==> src/rtl/vga_frame_reader.sv <==
// vga_frame_reader: 640x480@60 VGA timing generator that fetches a grayscale
// image from VRAM (one pixel per clock) and places it at the top-left of the
// active area, scaled up by 2^SCALE_SHIFT. It drives pipeline-aligned
// hsync/vsync/video-enable and 12-bit RGB.
module vga_frame_reader #(
  parameter int unsigned ADDR_WIDTH   = 17,
  parameter int unsigned DATA_WIDTH   = 8,
  parameter int unsigned IMG_W        = 320,
  parameter int unsigned IMG_H        = 240,
  parameter int unsigned SCALE_SHIFT  = 1,
  parameter int unsigned READ_LATENCY = 1,
  parameter int unsigned H_ACTIVE     = 640,
  parameter int unsigned H_FP         = 16,
  parameter int unsigned H_SYNC       = 96,
  parameter int unsigned H_BP         = 48,
  parameter int unsigned V_ACTIVE     = 480,
  parameter int unsigned V_FP         = 10,
  parameter int unsigned V_SYNC       = 2,
  parameter int unsigned V_BP         = 33
) (
  input  logic                  clk_i,
  input  logic                  reset_i,
  input  logic [DATA_WIDTH-1:0] pixel_data_i,
  output logic [ADDR_WIDTH-1:0] pixel_read_address_o,
  output logic                  hsync_o,
  output logic                  vsync_o,
  output logic                  video_en_o,
  output logic [11:0]           rgb_o,
  output logic                  frame_start_o
);

  localparam int unsigned H_TOTAL = H_ACTIVE + H_FP + H_SYNC + H_BP;
  localparam int unsigned V_TOTAL = V_ACTIVE + V_FP + V_SYNC + V_BP;
  localparam int unsigned H_W     = $clog2(H_TOTAL);
  localparam int unsigned V_W     = $clog2(V_TOTAL);

  localparam logic [H_W-1:0] H_LAST = H_W'(H_TOTAL - 1);
  localparam logic [H_W-1:0] H_ACT  = H_W'(H_ACTIVE);
  localparam logic [H_W-1:0] HS_BEG = H_W'(H_ACTIVE + H_FP);
  localparam logic [H_W-1:0] HS_END = H_W'(H_ACTIVE + H_FP + H_SYNC);
  localparam logic [V_W-1:0] V_LAST = V_W'(V_TOTAL - 1);
  localparam logic [V_W-1:0] V_ACT  = V_W'(V_ACTIVE);
  localparam logic [V_W-1:0] VS_BEG = V_W'(V_ACTIVE + V_FP);
  localparam logic [V_W-1:0] VS_END = V_W'(V_ACTIVE + V_FP + V_SYNC);
  localparam logic [V_W-1:0] V_MASK = V_W'((1 << SCALE_SHIFT) - 1);

  // Per-pixel control flags carried alongside the VRAM read.
  typedef struct packed {
    logic first;
    logic in_img;
    logic active;
    logic vs;
    logic hs;
  } flags_t;

  localparam flags_t FLAGS_RST = '{first: 1'b0, in_img: 1'b0, active: 1'b0,
                                   vs: 1'b1, hs: 1'b1};

  logic [H_W-1:0]        r_h_cnt;
  logic [V_W-1:0]        r_v_cnt;
  logic [ADDR_WIDTH-1:0] r_line_base;
  logic [ADDR_WIDTH-1:0] r_addr;
  flags_t                r_pipe [READ_LATENCY+1];
  logic                  r_hsync;
  logic                  r_vsync;
  logic                  r_video_en;
  logic [11:0]           r_rgb;
  logic                  r_frame_start;

  logic                  w_h_wrap;
  logic                  w_v_wrap;
  logic [H_W-1:0]        w_h_img;
  logic [V_W-1:0]        w_v_img;
  logic                  w_active;
  logic                  w_in_img;
  logic                  w_row_end;
  logic [ADDR_WIDTH-1:0] w_col;
  flags_t                w_flags;
  logic [3:0]            w_nib;
  logic                  w_unused_pix;

  assign w_h_wrap  = (r_h_cnt == H_LAST);
  assign w_v_wrap  = (r_v_cnt == V_LAST);
  assign w_h_img   = r_h_cnt >> SCALE_SHIFT;
  assign w_v_img   = r_v_cnt >> SCALE_SHIFT;
  assign w_active  = (r_h_cnt < H_ACT) && (r_v_cnt < V_ACT);
  assign w_in_img  = w_active && (32'(w_h_img) < IMG_W) && (32'(w_v_img) < IMG_H);
  assign w_row_end = ((r_v_cnt & V_MASK) == V_MASK);
  assign w_col     = ADDR_WIDTH'(w_h_img);
  assign w_nib     = pixel_data_i[DATA_WIDTH-1 -: 4];
  assign w_unused_pix = ^pixel_data_i;

  // Stage-0 flags decoded straight from the counters.
  always_comb begin
    w_flags        = FLAGS_RST;
    w_flags.hs     = !((r_h_cnt >= HS_BEG) && (r_h_cnt < HS_END));
    w_flags.vs     = !((r_v_cnt >= VS_BEG) && (r_v_cnt < VS_END));
    w_flags.active = w_active;
    w_flags.in_img = w_in_img;
    w_flags.first  = (r_h_cnt == '0) && (r_v_cnt == '0);
  end

  // Horizontal and vertical raster counters.
  always_ff @(posedge clk_i or posedge reset_i) begin
    if (reset_i) begin
      r_h_cnt <= '0;
      r_v_cnt <= '0;
    end else if (w_h_wrap) begin
      r_h_cnt <= '0;
      r_v_cnt <= w_v_wrap ? '0 : r_v_cnt + V_W'(1);
    end else begin
      r_h_cnt <= r_h_cnt + H_W'(1);
    end
  end

  // Running row base address (image row * IMG_W) kept by addition; a frame
  // wrap takes priority over the per-row increment.
  always_ff @(posedge clk_i or posedge reset_i) begin
    if (reset_i) begin
      r_line_base <= '0;
    end else if (w_h_wrap) begin
      if (w_v_wrap) begin
        r_line_base <= '0;
      end else if (w_row_end && (32'(w_v_img) < IMG_H - 1)) begin
        r_line_base <= r_line_base + ADDR_WIDTH'(IMG_W);
      end
    end
  end

  // Registered VRAM read address; holds outside the image so no stray reads.
  always_ff @(posedge clk_i or posedge reset_i) begin
    if (reset_i) begin
      r_addr <= '0;
    end else if (w_in_img) begin
      r_addr <= r_line_base + w_col;
    end
  end

  // Delay line matching the flags to the returning VRAM data.
  always_ff @(posedge clk_i or posedge reset_i) begin
    if (reset_i) begin
      for (int unsigned i = 0; i <= READ_LATENCY; i++) begin
        r_pipe[i] <= FLAGS_RST;
      end
    end else begin
      r_pipe[0] <= w_flags;
      for (int unsigned i = 1; i <= READ_LATENCY; i++) begin
        r_pipe[i] <= r_pipe[i-1];
      end
    end
  end

  // Output register: gray replicated to RGB inside the image, black elsewhere.
  always_ff @(posedge clk_i or posedge reset_i) begin
    if (reset_i) begin
      r_hsync       <= 1'b1;
      r_vsync       <= 1'b1;
      r_video_en    <= 1'b0;
      r_rgb         <= '0;
      r_frame_start <= 1'b0;
    end else begin
      r_hsync       <= r_pipe[READ_LATENCY].hs;
      r_vsync       <= r_pipe[READ_LATENCY].vs;
      r_video_en    <= r_pipe[READ_LATENCY].active;
      r_rgb         <= r_pipe[READ_LATENCY].in_img ? {3{w_nib}} : '0;
      r_frame_start <= r_pipe[READ_LATENCY].first;
    end
  end

  assign pixel_read_address_o = r_addr;
  assign hsync_o              = r_hsync;
  assign vsync_o              = r_vsync;
  assign video_en_o           = r_video_en;
  assign rgb_o                = r_rgb;
  assign frame_start_o        = r_frame_start;

endmodule

==> config.mk <==
export PLATFORM = sky130hd
export DESIGN_NAME = vga_frame_reader
export DESIGN_NICKNAME = d
export VERILOG_FILES = /design/src/rtl/vga_frame_reader.sv
export SDC_FILE = /design/constraint.sdc
export NUM_CORES = 1
export LEC_CHECK = 0
export CAP_MARGIN = 10
export CORE_AREA = 2 2 86 150
export CTS_CLUSTER_SIZE = 14
export DETAILED_ROUTE_END_ITERATION = 7
export DIE_AREA = 0 0 88 152
export SYNTH_ARGS = -nofsm -noshare
export SYNTH_HDL_FRONTEND = slang
export SYNTH_SLANG_ARGS = --single-unit
==> constraint.sdc <==
create_clock -name clk_i -period 3.1 [get_ports clk_i]
set_input_delay 0.62 -clock clk_i [delete_from_list [all_inputs] [get_ports clk_i]]
set_output_delay 0.62 -clock clk_i [all_outputs]
set_load 0.1 [all_outputs]
==> out/qor.txt, run 1 <==
Mean Syn Cell Area - 10.1 um^2
DIE AREA - 13400 um^2
Max clock buf depth - 2
Worst-Skew Late Latency - 0.33 ns
Worst VDD drop - 0.228 mV
worst slew pin tran - 0.958 ns
Log Warnings - 32
Final Hold Fails - 0
Final HPWL DP - 4440 um
Synth Seq Share - 54.1%
Area leader share - 48.8%
ys cells - 295
Syn Inst Count - 295
Critical Path AT - 2.61 ns
status - finished, final reports clean
Top cells by area - dfrtp_1 49%, o21ai_0 5.4%, dfstp_2 5.3%
reg2reg start - r_h_cnt[0]
PD cells - 502 nW/um^2
Tmin final - 2.34 ns
crit share post-route - 75.5%
==> run 1: cells by family (layout without fill, tap and decap cells) <==
kind of cell,after synthesis,count (layout),share of synthesized area (%)
AND/OR/NAND/NOR,113,113,18.9
flip-flops,64,64,54.1
AND-OR/OR-AND,55,55,10.8
buffers and inverters,30,67,5.17
XOR/XNOR,20,20,5.88
adder cells (fa/ha/maj),8,8,3.36
multiplexers,5,5,1.89
==> run 1: cell type report <==
type | instances | area, um^2
fill | 1232 | 8540
sequential | 64 | 1610
multi-input combinational | 201 | 1210
timing repair buffer | 43 | 348
clock buffer | 12 | 256
tap | 168 | 210
inverter | 9 | 33.8
clock inverter | 3 | 17.5
==> run 1: stage by stage <==
stage / total power, W / hold slack [ns] / cell area [um^2] / util, % / std cells
floorplan: 0.000937 / 0.331 / 2980 / - / 295
CTS: 0.00189 / 0.343 / 3690 / 30.2 / 500
global route: 0.00192 / 0.349 / 3690 / 30.2 / 500
finish: 0.00185 / 0.342 / 3690 / 30.2 / 500
global placement: 0.000957 / 0.332 / 3410 / 27.9 / 485
detailed placement: 0.000957 / 0.335 / 3410 / 27.9 / 485
==> run 1: sequential cells by signal, summed over array words and instances, names as in the netlist <==
signal                flops
rgb_o                     4
r_h_cnt                  10
video_en_o                1
r_v_cnt                  10
hsync_o                   1
frame_start_o             1
pixel_read_address_o     17
r_pipe                    8
vsync_o                   1
r_line_base              11
==> run 1: metal layers <==
metal	wire (um)	up-vias
li1	-	1078
met1	2290	1073
met2	3260	84
met3	307	20
met4	226	0
met5	0	-
==> run 1: critical path, stage by stage, from the launching register on <==
cell	delay, ns
dfrtp_1	0.41
ha_1	0.25
nand4_2	0.17
or3_1	0.45
or2_0	0.39
or4_1	0.54
nand2_1	0.07
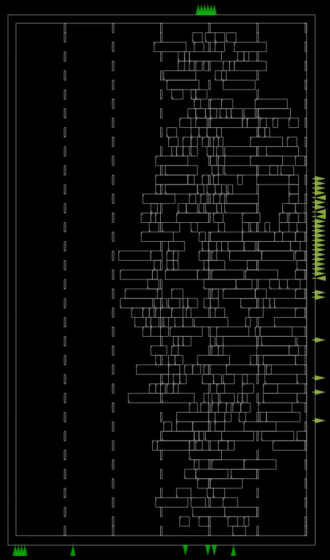
Fig. 1. Cell outlines without signal wires (run 1).
Layout Utilization: 30.2%
row count: 54
core area: 12200 um^2

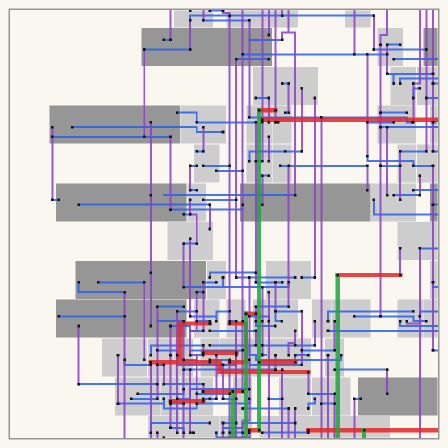
Fig. 2. Layout detail (run 1).
Window x 29 to 59, y 61 to 91 um. Cells in grey, sequential cells in the stronger grey; small squares are vias.
| colour | layer |
|---|---|
| green | metal 4 |
| red | metal 3 |
| blue | metal 1 |
| purple | metal 2 |
most frequent: nand2_1 (6), dfrtp_1 (6)
netlist names of flops here include: r_v_cnt (6), r_pipe (1)
cells with their middle in the window: 47
sequential cells in the window: 7

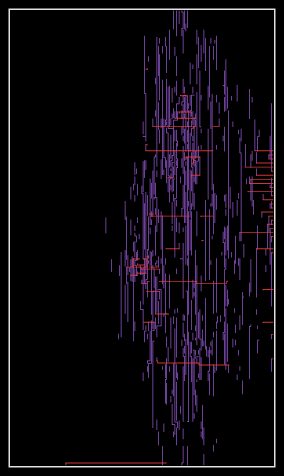
Fig. 3. Signal wires by layer (run 1).
(3 px per um) Only two layers are drawn.
| colour | layer | wire length |
|---|---|---|
| red | metal 3 | 307 um |
| purple | metal 2 | 3260 um |
Via Count: 2255
routed len/inst: 12.2 um
GRT Total Usage: 9.76%
final WL: 6080 um

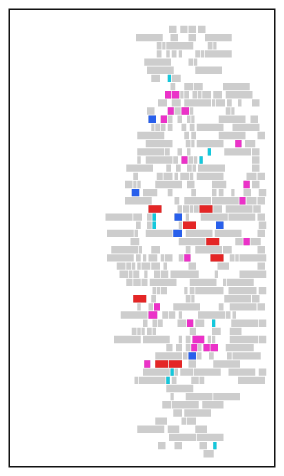
Fig. 4. Logic cells by family (run 1).
(3 px per um)
| colour | family | cells | most used |
|---|---|---|---|
| blue | AND-OR and OR-AND gates | 6 | a21o_1 |
| red | adder and majority cells | 8 | ha_1 |
| magenta | AND and OR gates | 19 | and2_1 |
| cyan | inverters | 9 | inv_1 |
most frequent logic cell in the layout: dfrtp_1
logic share of the area: 32.9%

--- run 2 (diff from run 1) ---
Clock period 3.1 ns to 2.3 ns, I/O delays scaled along.
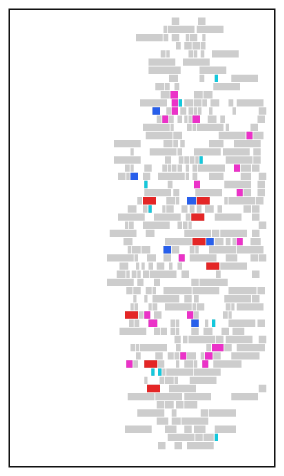
Fig. 5. Logic cells by family (run 2).
(3 px per um)
| colour | family | cells | most used |
|---|---|---|---|
| blue | AND-OR and OR-AND gates | 6 | a21o_1 |
| magenta | AND and OR gates | 19 | and2_1 |
| red | adder and majority cells | 8 | ha_1 |
| cyan | inverters | 9 | inv_1 |
non-filler cells in the finished layout: 516
logic share of the area: 31.7%

==> run 2 against run 1 <==
Effect of this change: critical path depth unchanged; synthesized area unchanged; synthesized cell count unchanged; first-iteration DRC count decreased by 38%; hold slack improved by 0.0050 ns; non-clock buffer count increased by 15; fmax increased by 8.9%; wire length increased by 5.9%; die size unchanged; critical endpoint unchanged; largest cell class unchanged.
==> out/qor.txt, run 2 <==
status - finished, final reports clean (unchanged)
final WL - 6440 um (was 6080 um)
Mean Syn Cell Area - 10.1 um^2 (unchanged)
Basic Gates by Area - 18.9% (unchanged)
crit share post-route - 93.5% (was 75.5%)
most frequent logic cell in the layout - dfrtp_1 (unchanged)
total power - 0.00264 W (was 0.00185 W)
Worst VDD drop - 0.225 mV (was 0.228 mV)
DIE AREA - 13400 um^2 (unchanged)
Area leader share - 48.8% (unchanged)
Max clock buf depth - 2 (unchanged)
Post-Synth XOR/XNOR Area - 5.88% (unchanged)
Via Count - 2315 (was 2255)
Static Leak - 1.70 nW (was 1.61 nW)
Largest register FFs - 17 (unchanged)
max incr delay on CP - 0.53 ns (was 0.54 ns)
Top cells by area - dfrtp_1 49%, o21ai_0 5.4%, dfstp_2 5.3% (unchanged)
Layout Utilization - 31.4% (was 30.2%)
Main logic family - simple AND/OR/NAND/NOR gates (unchanged)
Tmin final - 2.15 ns (was 2.34 ns)
worst slew pin tran - 0.751 ns (was 0.958 ns)
core area - 12200 um^2 (unchanged)
Placement Cell Area - 3530 um^2 (was 3410 um^2)
die width - 88 um (unchanged)
fin. max-slew vios - 0 (unchanged)
TritonCTS clock tree - built (unchanged)
Log Warnings - 32 (unchanged)
Synth top cells by count - 58 x dfrtp_1, 41 x nand2_1, 32 x o21ai_0 (unchanged)
adder-cell area share of the yosys netlist - 3.36% (unchanged)
PD cells - 688 nW/um^2 (was 502 nW/um^2)
row count - 54 (unchanged)
Slowest cell on crit path - or4_1 (unchanged)
Final HPWL DP - 4600 um (was 4440 um)
GRT Total Usage - 10.8% (was 9.76%)
Worst-Skew Late Latency - 0.33 ns (about the same)
Critical Path AT - 2.42 ns (was 2.61 ns)
Syn Inst Count - 295 (unchanged)
reg2reg start - r_h_cnt[0] (unchanged)
fin nets - 361 (was 346)
Final Hold Fails - 0 (unchanged)
WHS Endpoint - frame_start_o (was r_pipe[2])
Synth area leader - dfrtp_1 (unchanged)
reg2reg setup slack - 0.15 ns (was 0.76 ns)
routed len/inst - 12.5 um (was 12.2 um)
final non-filler cell area - 3840 um^2 (was 3690 um^2)
MUX area fraction - 1.89% (unchanged)
AND-OR/OR-AND Cells, Area Fraction - 10.8% (unchanged)
Synth Seq Share - 54.1% (unchanged)
-- run 2: cell families after synthesis --
family / Yosys count
and+or+nand+nor: 113
adders and majority gates: 8
muxes: 5
xor gates and xnor gates: 20
buffers and inverters: 30
DFF: 64
AOI/OAI and AO/OA: 55
-- run 2: critical path, delay by kind of cell (launching register included) --
family                     cells  cell delay, ns
DFF                            1            0.35
adders and majority gates      1            0.23
and+or+nand+nor                5            1.51
-- run 2: how the worst max path moves through the flow --
stage	end	cells after the start	from	slack, ns
finish	r_line_base[12]	6	r_h_cnt[0]	0.15
global route	r_line_base[12]	6	r_h_cnt[0]	0.04
CTS	r_line_base[12]	6	r_h_cnt[0]	0.06
detailed placement	r_line_base[12]	6	r_h_cnt[0]	0.09
global placement	r_line_base[12]	6	r_h_cnt[0]	0.09
floorplan	r_line_base[12]	8	r_h_cnt[6]	0.03
-- run 2: power breakdown --
group          switching (W)  internal [W]
Combinational       0.000109     0.0000264
Sequential        0.00000259       0.00113
Clock               0.000478      0.000892
-- run 2: cell type report --
type	instances	area [um^2]
Fill cell	1247	8390
Clock inverter	5	55.1
Multi-Input combinational cell	201	1220
Timing Repair Buffer	58	460
Sequential cell	64	1610
Tap cell	168	210
Clock buffer	11	253
Inverter	9	33.8
-- run 2: routing by layer --
layer	global-route usage, %	vias up	part of all wire (%)
met4	7.47	0	3.4
li1	-	1113	-
met5	0	-	0
met2	18.8	73	53
met1	10.8	1109	39
met3	2.72	20	4.3
-- run 2: through the flow --
step	hold slack (ns)	cells
final	0.347	516
after global routing	0.357	516
after CTS	0.351	516
after detailed placement	0.340	500
after global placement	0.333	500
after floorplan	0.331	295
Power is estimated from default activity; no workload was simulated.
